## src/rtl/types_pkg.sv

```systemverilog
// Shared core types: data word, register index, decoded instruction record,
// and the debug register arbiter FSM state encoding.
package types_pkg;

    localparam int XLEN      = 32;
    localparam int REG_IDX_W = 5;

    typedef logic [XLEN-1:0]      word_t;
    typedef logic [REG_IDX_W-1:0] reg_idx_t;

    // Decoded instruction as seen by the register file ports.
    typedef struct packed {
        logic [6:0] opcode;
        logic [2:0] funct3;
        logic [6:0] funct7;
        reg_idx_t   rs1;
        reg_idx_t   rs2;
        reg_idx_t   rd;
        logic       has_rd;
        word_t      imm;
    } instruction_t;

    typedef enum logic [1:0] {
        IDLE   = 2'd0,
        DRAIN  = 2'd1,
        ACCESS = 2'd2,
        RESP   = 2'd3
    } dbg_arb_state_t;

endpackage : types_pkg

```

## src/rtl/debug_reg_arbiter.sv

```systemverilog
// Debug register arbiter: stalls the core, lets in-flight writeback drain,
// then performs one debug read or write on the register file ports and
// returns the result through a valid/ready response channel.
// Optional feature: DEBUG_REG_ARBITER_X0_GUARD_EN makes address 0 read as
// zero and suppresses debug writes to it.
module debug_reg_arbiter
    import types_pkg::*;
#(
    parameter int size         = 32,
    parameter int drain_cycles = 2,
    localparam int AW          = $clog2(size)
) (
    input  logic         clk,
    input  logic         reset,
    // core side
    input  logic         core_enable,
    input  instruction_t core_src_instr,
    input  instruction_t core_dest_instr,
    input  word_t        core_xd,
    output logic         core_stall,
    // register file side
    output logic         rf_enable,
    output instruction_t rf_src_instr,
    output instruction_t rf_dest_instr,
    output word_t        rf_xd,
    input  word_t        rf_xs1,
    // debug side
    input  logic         dbg_valid,
    output logic         dbg_ready,
    input  logic         dbg_write,
    input  logic [AW-1:0] dbg_addr,
    input  word_t        dbg_wdata,
    output logic         dbg_rvalid,
    input  logic         dbg_rready,
    output word_t        dbg_rdata
);

    localparam int          CNT_W      = 4;
    localparam logic [CNT_W-1:0] DRAIN_LOAD = CNT_W'(drain_cycles - 1);

`ifdef DEBUG_REG_ARBITER_X0_GUARD_EN
    localparam logic X0_GUARD = 1'b1;
`else
    localparam logic X0_GUARD = 1'b0;
`endif

    dbg_arb_state_t   state_q, state_d;
    logic [CNT_W-1:0] cnt_q, cnt_d;
    word_t            rdata_q, rdata_d;
    logic             x0_hit_s;

    assign x0_hit_s  = X0_GUARD && (dbg_addr == {AW{1'b0}});
    assign dbg_rdata = rdata_q;

    // Next-state, drain counter and response data capture.
    always_comb begin
        state_d = state_q;
        cnt_d   = cnt_q;
        rdata_d = rdata_q;
        case (state_q)
            IDLE: begin
                if (dbg_valid) begin
                    state_d = DRAIN;
                    cnt_d   = DRAIN_LOAD;
                end else begin
                    state_d = IDLE;
                end
            end
            DRAIN: begin
                if (cnt_q == {CNT_W{1'b0}}) begin
                    state_d = ACCESS;
                end else begin
                    cnt_d = cnt_q - {{(CNT_W-1){1'b0}}, 1'b1};
                end
            end
            ACCESS: begin
                state_d = RESP;
                if (x0_hit_s) begin
                    rdata_d = {XLEN{1'b0}};
                end else if (dbg_write) begin
                    rdata_d = dbg_wdata;
                end else begin
                    rdata_d = rf_xs1;
                end
            end
            RESP: begin
                if (dbg_rready) begin
                    state_d = IDLE;
                end else begin
                    state_d = RESP;
                end
            end
            default: begin
                state_d = IDLE;
            end
        endcase
    end

    // State, counter and response data registers with synchronous reset.
    always_ff @(posedge clk) begin
        if (reset) begin
            state_q <= IDLE;
            cnt_q   <= {CNT_W{1'b0}};
            rdata_q <= {XLEN{1'b0}};
        end else begin
            state_q <= state_d;
            cnt_q   <= cnt_d;
            rdata_q <= rdata_d;
        end
    end

    // Port muxing: core passes through except in ACCESS, where the debug
    // request owns the register file. A write coinciding with reset is dropped.
    always_comb begin
        rf_enable     = core_enable;
        rf_src_instr  = core_src_instr;
        rf_dest_instr = core_dest_instr;
        rf_xd         = core_xd;
        core_stall    = 1'b0;
        dbg_ready     = 1'b0;
        dbg_rvalid    = 1'b0;
        case (state_q)
            IDLE: begin
                core_stall = 1'b0;
            end
            DRAIN: begin
                core_stall = 1'b1;
            end
            ACCESS: begin
                core_stall    = 1'b1;
                dbg_ready     = 1'b1;
                rf_enable     = 1'b0;
                rf_src_instr  = '0;
                rf_dest_instr = '0;
                rf_xd         = {XLEN{1'b0}};
                if (dbg_write) begin
                    rf_enable            = ~reset & ~x0_hit_s;
                    rf_dest_instr.has_rd = 1'b1;
                    rf_dest_instr.rd     = REG_IDX_W'(dbg_addr);
                    rf_xd                = dbg_wdata;
                end else begin
                    rf_src_instr.rs1 = REG_IDX_W'(dbg_addr);
                end
            end
            RESP: begin
                core_stall = 1'b1;
                dbg_rvalid = 1'b1;
            end
            default: begin
                core_stall = 1'b1;
            end
        endcase
    end

endmodule : debug_reg_arbiter

```

## config.mk

```make
export PLATFORM = sky130hd
export DESIGN_NAME = debug_reg_arbiter
export DESIGN_NICKNAME = d
export VERILOG_FILES = /design/src/rtl/types_pkg.sv /design/src/rtl/debug_reg_arbiter.sv
export SDC_FILE = /design/constraint.sdc
export NUM_CORES = 1
export LEC_CHECK = 0
export ABC_AREA = 1
export CORE_AREA = 5 5 166 168
export DETAILED_ROUTE_END_ITERATION = 6
export DIE_AREA = 0 0 171 173
export MAX_ROUTING_LAYER = met4
export SYNTH_ARGS = -nofsm -noshare
export SYNTH_HDL_FRONTEND = slang
export SYNTH_SLANG_ARGS = --single-unit
```

## constraint.sdc

```tcl
create_clock -name clk -period 1.72 [get_ports clk]
set_input_delay 0.516 -clock clk [delete_from_list [all_inputs] [get_ports clk]]
set_output_delay 0.516 -clock clk [all_outputs]
set_load 0.005 [all_outputs]
```

==> changes_impl.md <==
## Implementation

* Reg2reg setup slack at 0.03 ns
* Worst EP arrival at 1.61 ns
* Clock share of power at 14.3%
* Slew Limit Headroom at 68.9%
* Post-synthesis compound-gate area fraction at 9.77%
* Critical Path Stages at 5
* Peak supply drop at 0.327 mV
* Via density per instance at 3.79
* Met3 wire length at 2760 µm
* Top delay family on crit path: buffers and inverters
* # resized after CTS at 529
* Logic pwr share at 68.3%
* Final Instance Area at 9000 µm²
* Chip Width at 171 µm
* Failing checks: negative setup slack
* Seq. pwr at 1.11 mW
* Comb group at 4.35 mW
* DP HPWL at 21,600 µm
* Hold_sp: dbg_rdata[8]
* RR Endpoint: dbg_rdata[22]
* PortBufs at 434
* Max H-tree Level at 2
* Post-CTS Setup Bufs at 28
* Outcome: finished, violations left
* Area growth syn-to-layout at 198%
* Crit. End Element: primary output
* Adder Share, Synth at 0.828%
* Comb area leader: simple AND/OR/NAND/NOR gates
* Slack of the critical path at -0.407 ns
* Final setup fails at 160
* Initial DRC Count at 151
-- area by class of cell --
cell class	instances	area, µm²
multi-input cells	370	2040
well taps	335	419
clock buffers	6	129
repair buffers	536	5120
fillers	2716	16800
diodes	2	5.00
clock inverters	1	7.51
inverters	133	518
flip-flops and latches	38	767
-- synthesized netlist by cell type, types with 3 or more instances --
library cell / n / area, µm²
nand2_1: 184 / 691
inv_1: 130 / 488
nor2_1: 126 / 473
dfxtp_1: 38 / 761
a31oi_1: 34 / 213
buf_2: 13 / 65.1
buf_4: 11 / 82.6
o21ai_0: 6 / 30.0
o31ai_1: 5 / 37.5
buf_6: 4 / 45.0
clkbuf_1: 4 / 15.0
nand3_1: 4 / 20.0
a21oi_1: 3 / 15.0
inv_2: 3 / 11.3
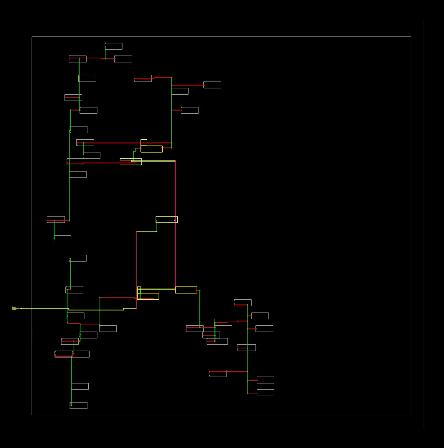
final_clocks.png
layout clock buffer count: 6
total clock buffers created by CTS: 5
Clock Sinks: 38
FFs & Latches: 38
Clk power: 0.914 mW

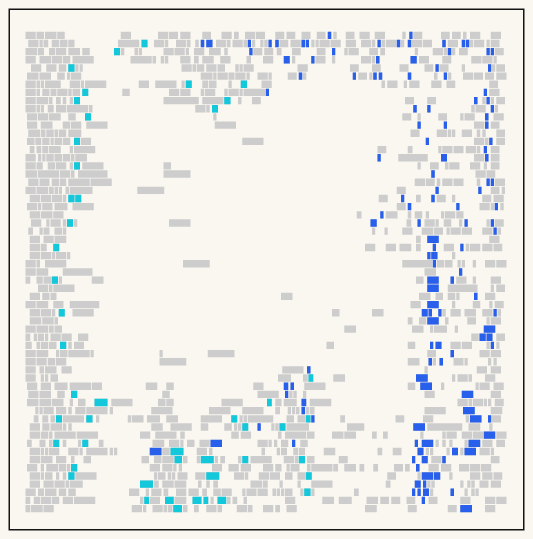
gate_families.png
Scale: 3 px per µm.
Cyan stands for inverting AOI/OAI gates, cells 48, most used a31oi_1. Blue stands for NOR gates, cells 130, most used nor2_1.
most used logic cell in the final layout: clkdlybuf4s50_1
logic share of the area: 22.7%
final non-filler cell total: 1,421

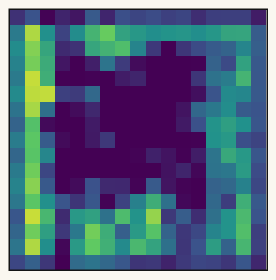
density.png
Scale: 1.5 px per µm. The die is cut into 17 by 17 equal tiles; dark purple is low, yellow is high, 0 to 100% covered.
22% of the tiles are nearly empty. The emptiest ninth of the die: center. The fullest tile reaches 92%. 5.5% of the tiles are over 75% full. The mean over all tiles is 29%.
Core Area: 25,800 µm²
Final Core Density: 34.9%
core utilization at floorplan: 11.7%

Power and IR drop assume default switching activity.
